## src/rtl/pipeline_ctrl_pkg.sv

```systemverilog
// Shared definitions for the pipeline hazard/sequencing controller.
package pipe_ctrl_pkg;

  typedef enum logic [1:0] {
    RUN       = 2'd0,
    DMEM_WAIT = 2'd1,
    ERROR     = 2'd2
  } state_t;

  localparam logic [4:0]  X0              = 5'd0;
  localparam int unsigned DEFAULT_TIMEOUT = 255;

endpackage

```

## src/rtl/pipeline_ctrl_hazard_detect.sv

```systemverilog
// Combinational load-use detector: an EX-stage load whose destination is read by ID.
module hazard_detect
  import pipe_ctrl_pkg::*;
(
  input  logic [4:0] id_rs1,
  input  logic [4:0] id_rs2,
  input  logic       id_use_rs1,
  input  logic       id_use_rs2,
  input  logic [4:0] ex_rd,
  input  logic       ex_mem_read,
  output logic       lu
);

  always_comb begin
    lu = ex_mem_read && (ex_rd != X0) &&
         ((id_use_rs1 && (id_rs1 == ex_rd)) || (id_use_rs2 && (id_rs2 == ex_rd)));
  end

endmodule

```

## src/rtl/pipeline_ctrl.sv

```systemverilog
// Pipeline enable/stall/flush controller with data-bus wait FSM and perf counters.
module pipeline_ctrl
  import pipe_ctrl_pkg::*;
#(
  parameter int unsigned TIMEOUT = DEFAULT_TIMEOUT,
  parameter int unsigned CNT_W   = 32
) (
  input  logic             clk,
  input  logic             reset,
  input  logic [4:0]       id_rs1,
  input  logic [4:0]       id_rs2,
  input  logic             id_use_rs1,
  input  logic             id_use_rs2,
  input  logic [4:0]       ex_rd,
  input  logic             ex_mem_read,
  input  logic             ex_redirect,
  input  logic             mem_req,
  input  logic             dmem_ready,
  input  logic             imem_ready,
  output logic             pipe_en,
  output logic             pc_hold,
  output logic             ifid_hold,
  output logic             ifid_flush,
  output logic             idex_stall,
  output logic             idex_flush,
  output logic             bus_err,
  output logic [CNT_W-1:0] stall_cnt,
  output logic [CNT_W-1:0] flush_cnt,
  output logic [1:0]       state
);

  localparam int unsigned       WAIT_W    = $clog2(TIMEOUT + 1);
  localparam logic [WAIT_W-1:0] WAIT_LAST = WAIT_W'(TIMEOUT - 1);

  state_t            state_q, state_d;
  logic [WAIT_W-1:0] wait_cnt;
  logic              lu, run_en, redirect_apply, lu_apply, bubble_apply, stall_inc;

  hazard_detect u_hazard_detect (
    .id_rs1      (id_rs1),
    .id_rs2      (id_rs2),
    .id_use_rs1  (id_use_rs1),
    .id_use_rs2  (id_use_rs2),
    .ex_rd       (ex_rd),
    .ex_mem_read (ex_mem_read),
    .lu          (lu)
  );

  always_comb begin
    state_d = state_q;
    run_en  = 1'b0;
    unique case (state_q)
      RUN: begin
        run_en = !(mem_req && !dmem_ready);
        if (!run_en) state_d = DMEM_WAIT;
      end
      DMEM_WAIT: begin
        // A ready arriving on the final allowed wait cycle still resumes.
        run_en = dmem_ready;
        if (dmem_ready)                state_d = RUN;
        else if (wait_cnt == WAIT_LAST) state_d = ERROR;
      end
      ERROR:   run_en = 1'b0;
      default: state_d = RUN;
    endcase
  end

  always_comb begin
    pipe_en        = reset && run_en;
    redirect_apply = pipe_en && ex_redirect;
    lu_apply       = pipe_en && !ex_redirect && lu;
    bubble_apply   = pipe_en && !ex_redirect && !lu && !imem_ready;
    pc_hold        = lu_apply || bubble_apply;
    ifid_hold      = lu_apply;
    ifid_flush     = redirect_apply || bubble_apply;
    idex_stall     = lu_apply;
    idex_flush     = redirect_apply;
    stall_inc      = lu_apply || bubble_apply || (!run_en && (state_q != ERROR));
  end

  always_ff @(posedge clk or negedge reset) begin
    if (!reset) begin
      state_q   <= RUN;
      wait_cnt  <= '0;
      bus_err   <= 1'b0;
      stall_cnt <= '0;
      flush_cnt <= '0;
    end else begin
      state_q <= state_d;
      if (state_q == RUN)            wait_cnt <= '0;
      else if (state_q == DMEM_WAIT) wait_cnt <= wait_cnt + WAIT_W'(1);
      if (state_d == ERROR)          bus_err  <= 1'b1;
      if (stall_inc)                 stall_cnt <= stall_cnt + CNT_W'(1);
      if (redirect_apply)            flush_cnt <= flush_cnt + CNT_W'(1);
    end
  end

  assign state = state_q;

endmodule

```

## config.mk

```make
export PLATFORM = sky130hd
export DESIGN_NAME = pipeline_ctrl
export DESIGN_NICKNAME = d
export VERILOG_FILES = /design/src/rtl/pipeline_ctrl_pkg.sv /design/src/rtl/pipeline_ctrl_hazard_detect.sv /design/src/rtl/pipeline_ctrl.sv
export SDC_FILE = /design/constraint.sdc
export NUM_CORES = 1
export LEC_CHECK = 0
export CAP_MARGIN = 10
export CORE_MARGIN = 1.5
export CORE_UTILIZATION = 44
export DETAILED_ROUTE_END_ITERATION = 8
export PLACE_DENSITY_LB_ADDON = 0.15
export SLEW_MARGIN = 5
export SYNTH_ARGS = -nofsm -noshare
export SYNTH_HDL_FRONTEND = slang
export SYNTH_SLANG_ARGS = --single-unit
export TNS_END_PERCENT = 20
```

## constraint.sdc

```tcl
create_clock -name clk -period 2 [get_ports clk]
set_input_delay 0.3 -clock clk [delete_from_list [all_inputs] [get_ports clk]]
set_output_delay 0.3 -clock clk [all_outputs]
set_load 0.005 [all_outputs]
```

Placement view:
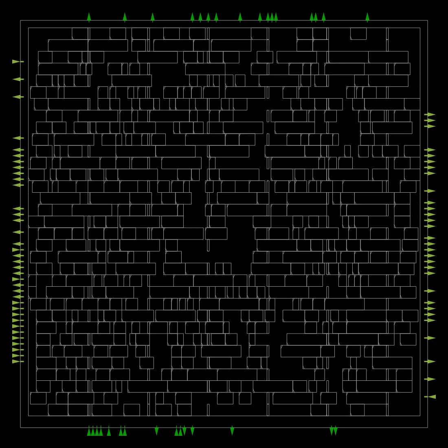
end-of-flow core utilization: 65.47%
post-route insts no fill: 594

Placement by cell class:
Scale: 3 px per um.
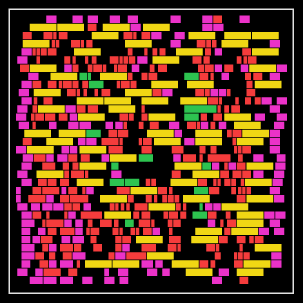
Key: red = all other logic [cells 259, share of their area 35%]; green = clock drivers and dummy loads [cells 16, share of their area 3.7%]; yellow = flip-flops [cells 75, share of their area 36%]; magenta = other buffers and delay cells [cells 139, share of their area 25%]

The metal 3 layer:
Scale: 4 px per um.
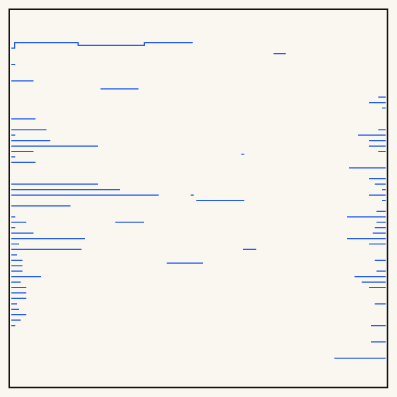
The longest straight run is 36.6 um. The layer carries 458 um of wire. The layer holds 5.6% of the routed length. 70 nets have wire on it.

Signal wires by layer:
Scale: 4 px per um. Two of the layers only.
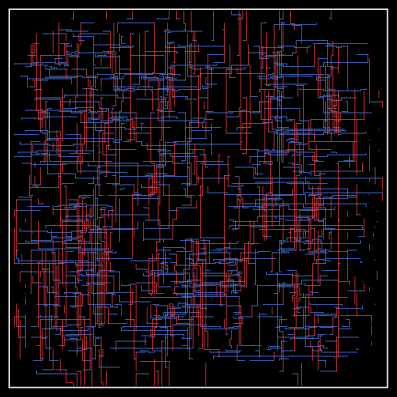
Key: blue = met1 [wire length 3730 um]; red = met2 [wire length 3910 um]
count of vias placed by the detailed router: 2973
routed wire length: 8159 um
total routing usage reported by global routing: 19.25%
WL/cell: 13.74 um

==> run notes <==
### Status
- **outcome** finished, final reports clean

### Global routing
- **maximum number of pins on one net before global-route repair** 76
- **number of global-route vias before repair** 2945
- **number of antenna violations at the first check in global routing** 0
- **met2 track demand over resource in global routing** 30.52%
- **total congestion overflow** 0
- **GR met1 Demand/Resource** 25.51%
- **global routing's busiest layer** met2
- **grt met3 use** 5.097%
- **first-pass GRT wire length** 13470 um

### Pwr
- **static leakage** 0.002469 uW
- **PD cells** 691.9 nW/um^2
- **power share of the clock group** 31.1%
- **peak supply drop** 0.6731 mV
- **combinational group share of total power** 19.8%
- **cell internal pwr** 2677 uW
- **switching portion of total power** 27.35%

### Placement
- **worst slack at placement** -0.5571 ns
- **Inst Count DP** 573
- **Detail Placement HPWL** 5723 um
- **GPL Wtd Cong** 0.7973
- **placed instance area** 4992 um^2
- **number of buffers inserted by port buffering** 96

### Finish
- **number of clock buffers in the layout** 11
- **Area-dominant class** flip-flops and latches
- **clock network contribution to total cell area** 3.642%
- **Layout Area Growth over Synthesis** 45.50%
- **count of inserted antenna diode cells** 0
- **portion of the layout cell area used by non-clock buffers** 24.06%
- **Seq/total area** 35.24%
- **logic gate fraction of the total cell area** 34.09%
- **fraction of layout cells with a size suffix above 1** 19.22%
- **sequential cell count of the final layout** 75
- **area occupied by multi-input gates** 1815 um^2
- **combined flip-flop and latch cell area** 1877 um^2
- **most numerous logic cell after layout** sky130_fd_sc_hd__dfrtp_1
- **count of multi-input gates** 252
- **number of non-clock buffers** 139
- **summed area of non-filler cells in the final layout** 5325 um^2
- **layout net count** 512

### Synth
- **prevailing post-synth register cell** sky130_fd_sc_hd__dfrtp_1
- **Synth Cell Area** 3660 um^2
- **net count after synthesis** 368
- **Syn Inst Count** 340
- **proportion of synthesized area in mux cells** 1.231%
- **largest family of logic cells by area** simple AND/OR/NAND/NOR gates
- **total cells reported by yosys after synthesis** 340
- **async set-or-reset flop fraction in the synthesized netlist** 100.0%
- **Synth Area in Compound Gates** 4.376%
- **Simple-Gate Fraction of Synth Area** 22.39%
- **number of distinct standard cells referenced by the synthesized netlist** 43
- **mean cell area of the mapped netlist** 10.76 um^2
- **YS warnings** 0
- **Seq/Total Area, Yosys** 51.28%
- **count of flip-flops with a built-in enable after synthesis** 0

### Critical path
- **startpoint-to-endpoint class of the critical path** in -> reg
- **CP Cell Sequence** clkdlybuf4s50_1 -> o21ai_2 -> buf_4 -> buf_4 -> nor4_2 -> a22o_4 -> or4b_4 -> xnor2_2
- **reg-to-reg slack, setup** 0.06 ns
- **largest fanout on the critical path** 2
- **required time of the worst setup path** 2.22 ns
- **Critical Path Sink** stall_cnt[31]$_DFFE_PN0P_
- **Startpoint Class** input pin
- **Worst Path Buf+Inv** 3
- **Reg2Reg Capture Point** stall_cnt[31]$_DFFE_PN0P_
- **most common cell type on the critical path** sky130_fd_sc_hd__buf_4
- **peak per-stage delay on the critical path** 0.48 ns
- **logic depth of the worst path, buffers included** 8
- **critical path data arrival time** 2.17 ns
- **cell count of the worst reg-to-reg path** 6
- **Setup crit start** ex_mem_read
- **start of the worst register-to-register path** state[0]$_DFF_PN0_

### Drt
- **met2 wire length** 3914 um
- **ratio of routed vias to standard cells** 5.005
- **violation count after the first detailed-route iteration** 115
- **routed metal-1 wire length** 3725 um
- **DRC errors left** 0
- **met3 wire len** 457 um
- **top sig layer** met4

### Final timing
- **skew final** 0.009875 ns
- **number of hold violations in the final report** 0
- **smallest hold slack** 0.1830 ns
- **Max-Slew Margin vs Limit** 37.78%
- **RSZ-0062 raised after global routing** true
- **highest clock frequency the design can meet** 510.7 MHz
- **final worst path period need** 1.958 ns
- **Final Max Slew Viols** 0

### Clock network
- **Insertion Delay late pin** 0.33 ns
- **TritonCTS clock tree** built
- **maximum buffer depth of the clock tree** 2
- **Worst-path clk slew** 0.08 ns
- **Post-CTS Hold Buffers** 0
- **post-cts sizing count** 34
- **# Post-CTS Setup Buffers** 3
- **CTS root buffer** sky130_fd_sc_hd__clkbuf_8
- **number of clock sinks** 75
- **CTS H-Tree Depth** 3
- **total clock buffers created by CTS** 9

### Floorplanning
- **number of well-tap cells placed** 105
- **floorplan-stage core utilization** 44.99%
- **full die area** 8874 um^2
- **core outline area** 8134 um^2
- **top-level port count** 97
- **die extent in y** 94.20 um
- **number of cell rows** 33

### Flow run
- **count of tool warnings** 28

[synthesized netlist by cell type (2+ instances only)]
library cell | n | area, um^2
sky130_fd_sc_hd__nand3_1 | 24 | 120.1
sky130_fd_sc_hd__nand2b_1 | 5 | 31.28
sky130_fd_sc_hd__inv_1 | 7 | 26.28
sky130_fd_sc_hd__nand4_1 | 12 | 75.07
sky130_fd_sc_hd__a21o_1 | 2 | 15.01
sky130_fd_sc_hd__or3_1 | 3 | 18.77
sky130_fd_sc_hd__xor2_1 | 23 | 201.4
sky130_fd_sc_hd__nor2_1 | 24 | 90.09
sky130_fd_sc_hd__a22o_1 | 3 | 26.28
sky130_fd_sc_hd__and3_1 | 15 | 93.84
sky130_fd_sc_hd__mux2_2 | 4 | 45.04
sky130_fd_sc_hd__nor3_1 | 10 | 50.05
sky130_fd_sc_hd__and2_1 | 4 | 25.02
sky130_fd_sc_hd__nand2_1 | 34 | 127.6
sky130_fd_sc_hd__buf_4 | 3 | 22.52
sky130_fd_sc_hd__o21ai_0 | 4 | 20.02
sky130_fd_sc_hd__nor2b_1 | 2 | 12.51
sky130_fd_sc_hd__and4_1 | 6 | 52.55
sky130_fd_sc_hd__a21oi_1 | 4 | 20.02
sky130_fd_sc_hd__ha_1 | 4 | 50.05
sky130_fd_sc_hd__dfrtp_1 | 75 | 1877
sky130_fd_sc_hd__o22ai_1 | 2 | 12.51
sky130_fd_sc_hd__xnor2_1 | 50 | 437.9
[sequential cells by signal (all words and copies together), names as in the netlist]
register   flops
flush_cnt     32
stall_cnt     32
wait_cnt       8
state          2
bus_err        1
[power by group through the flow]
stage	registers (uW)	clock network [uW]	logic, uW
after floorplan	1820	0	250
after global placement	1840	0	677
after detailed placement	1840	0	694
after CTS	1810	1190	703
after global routing	1820	1260	798
final	1810	1140	731
No activity file was given, so power comes from the tool's default toggle rates.
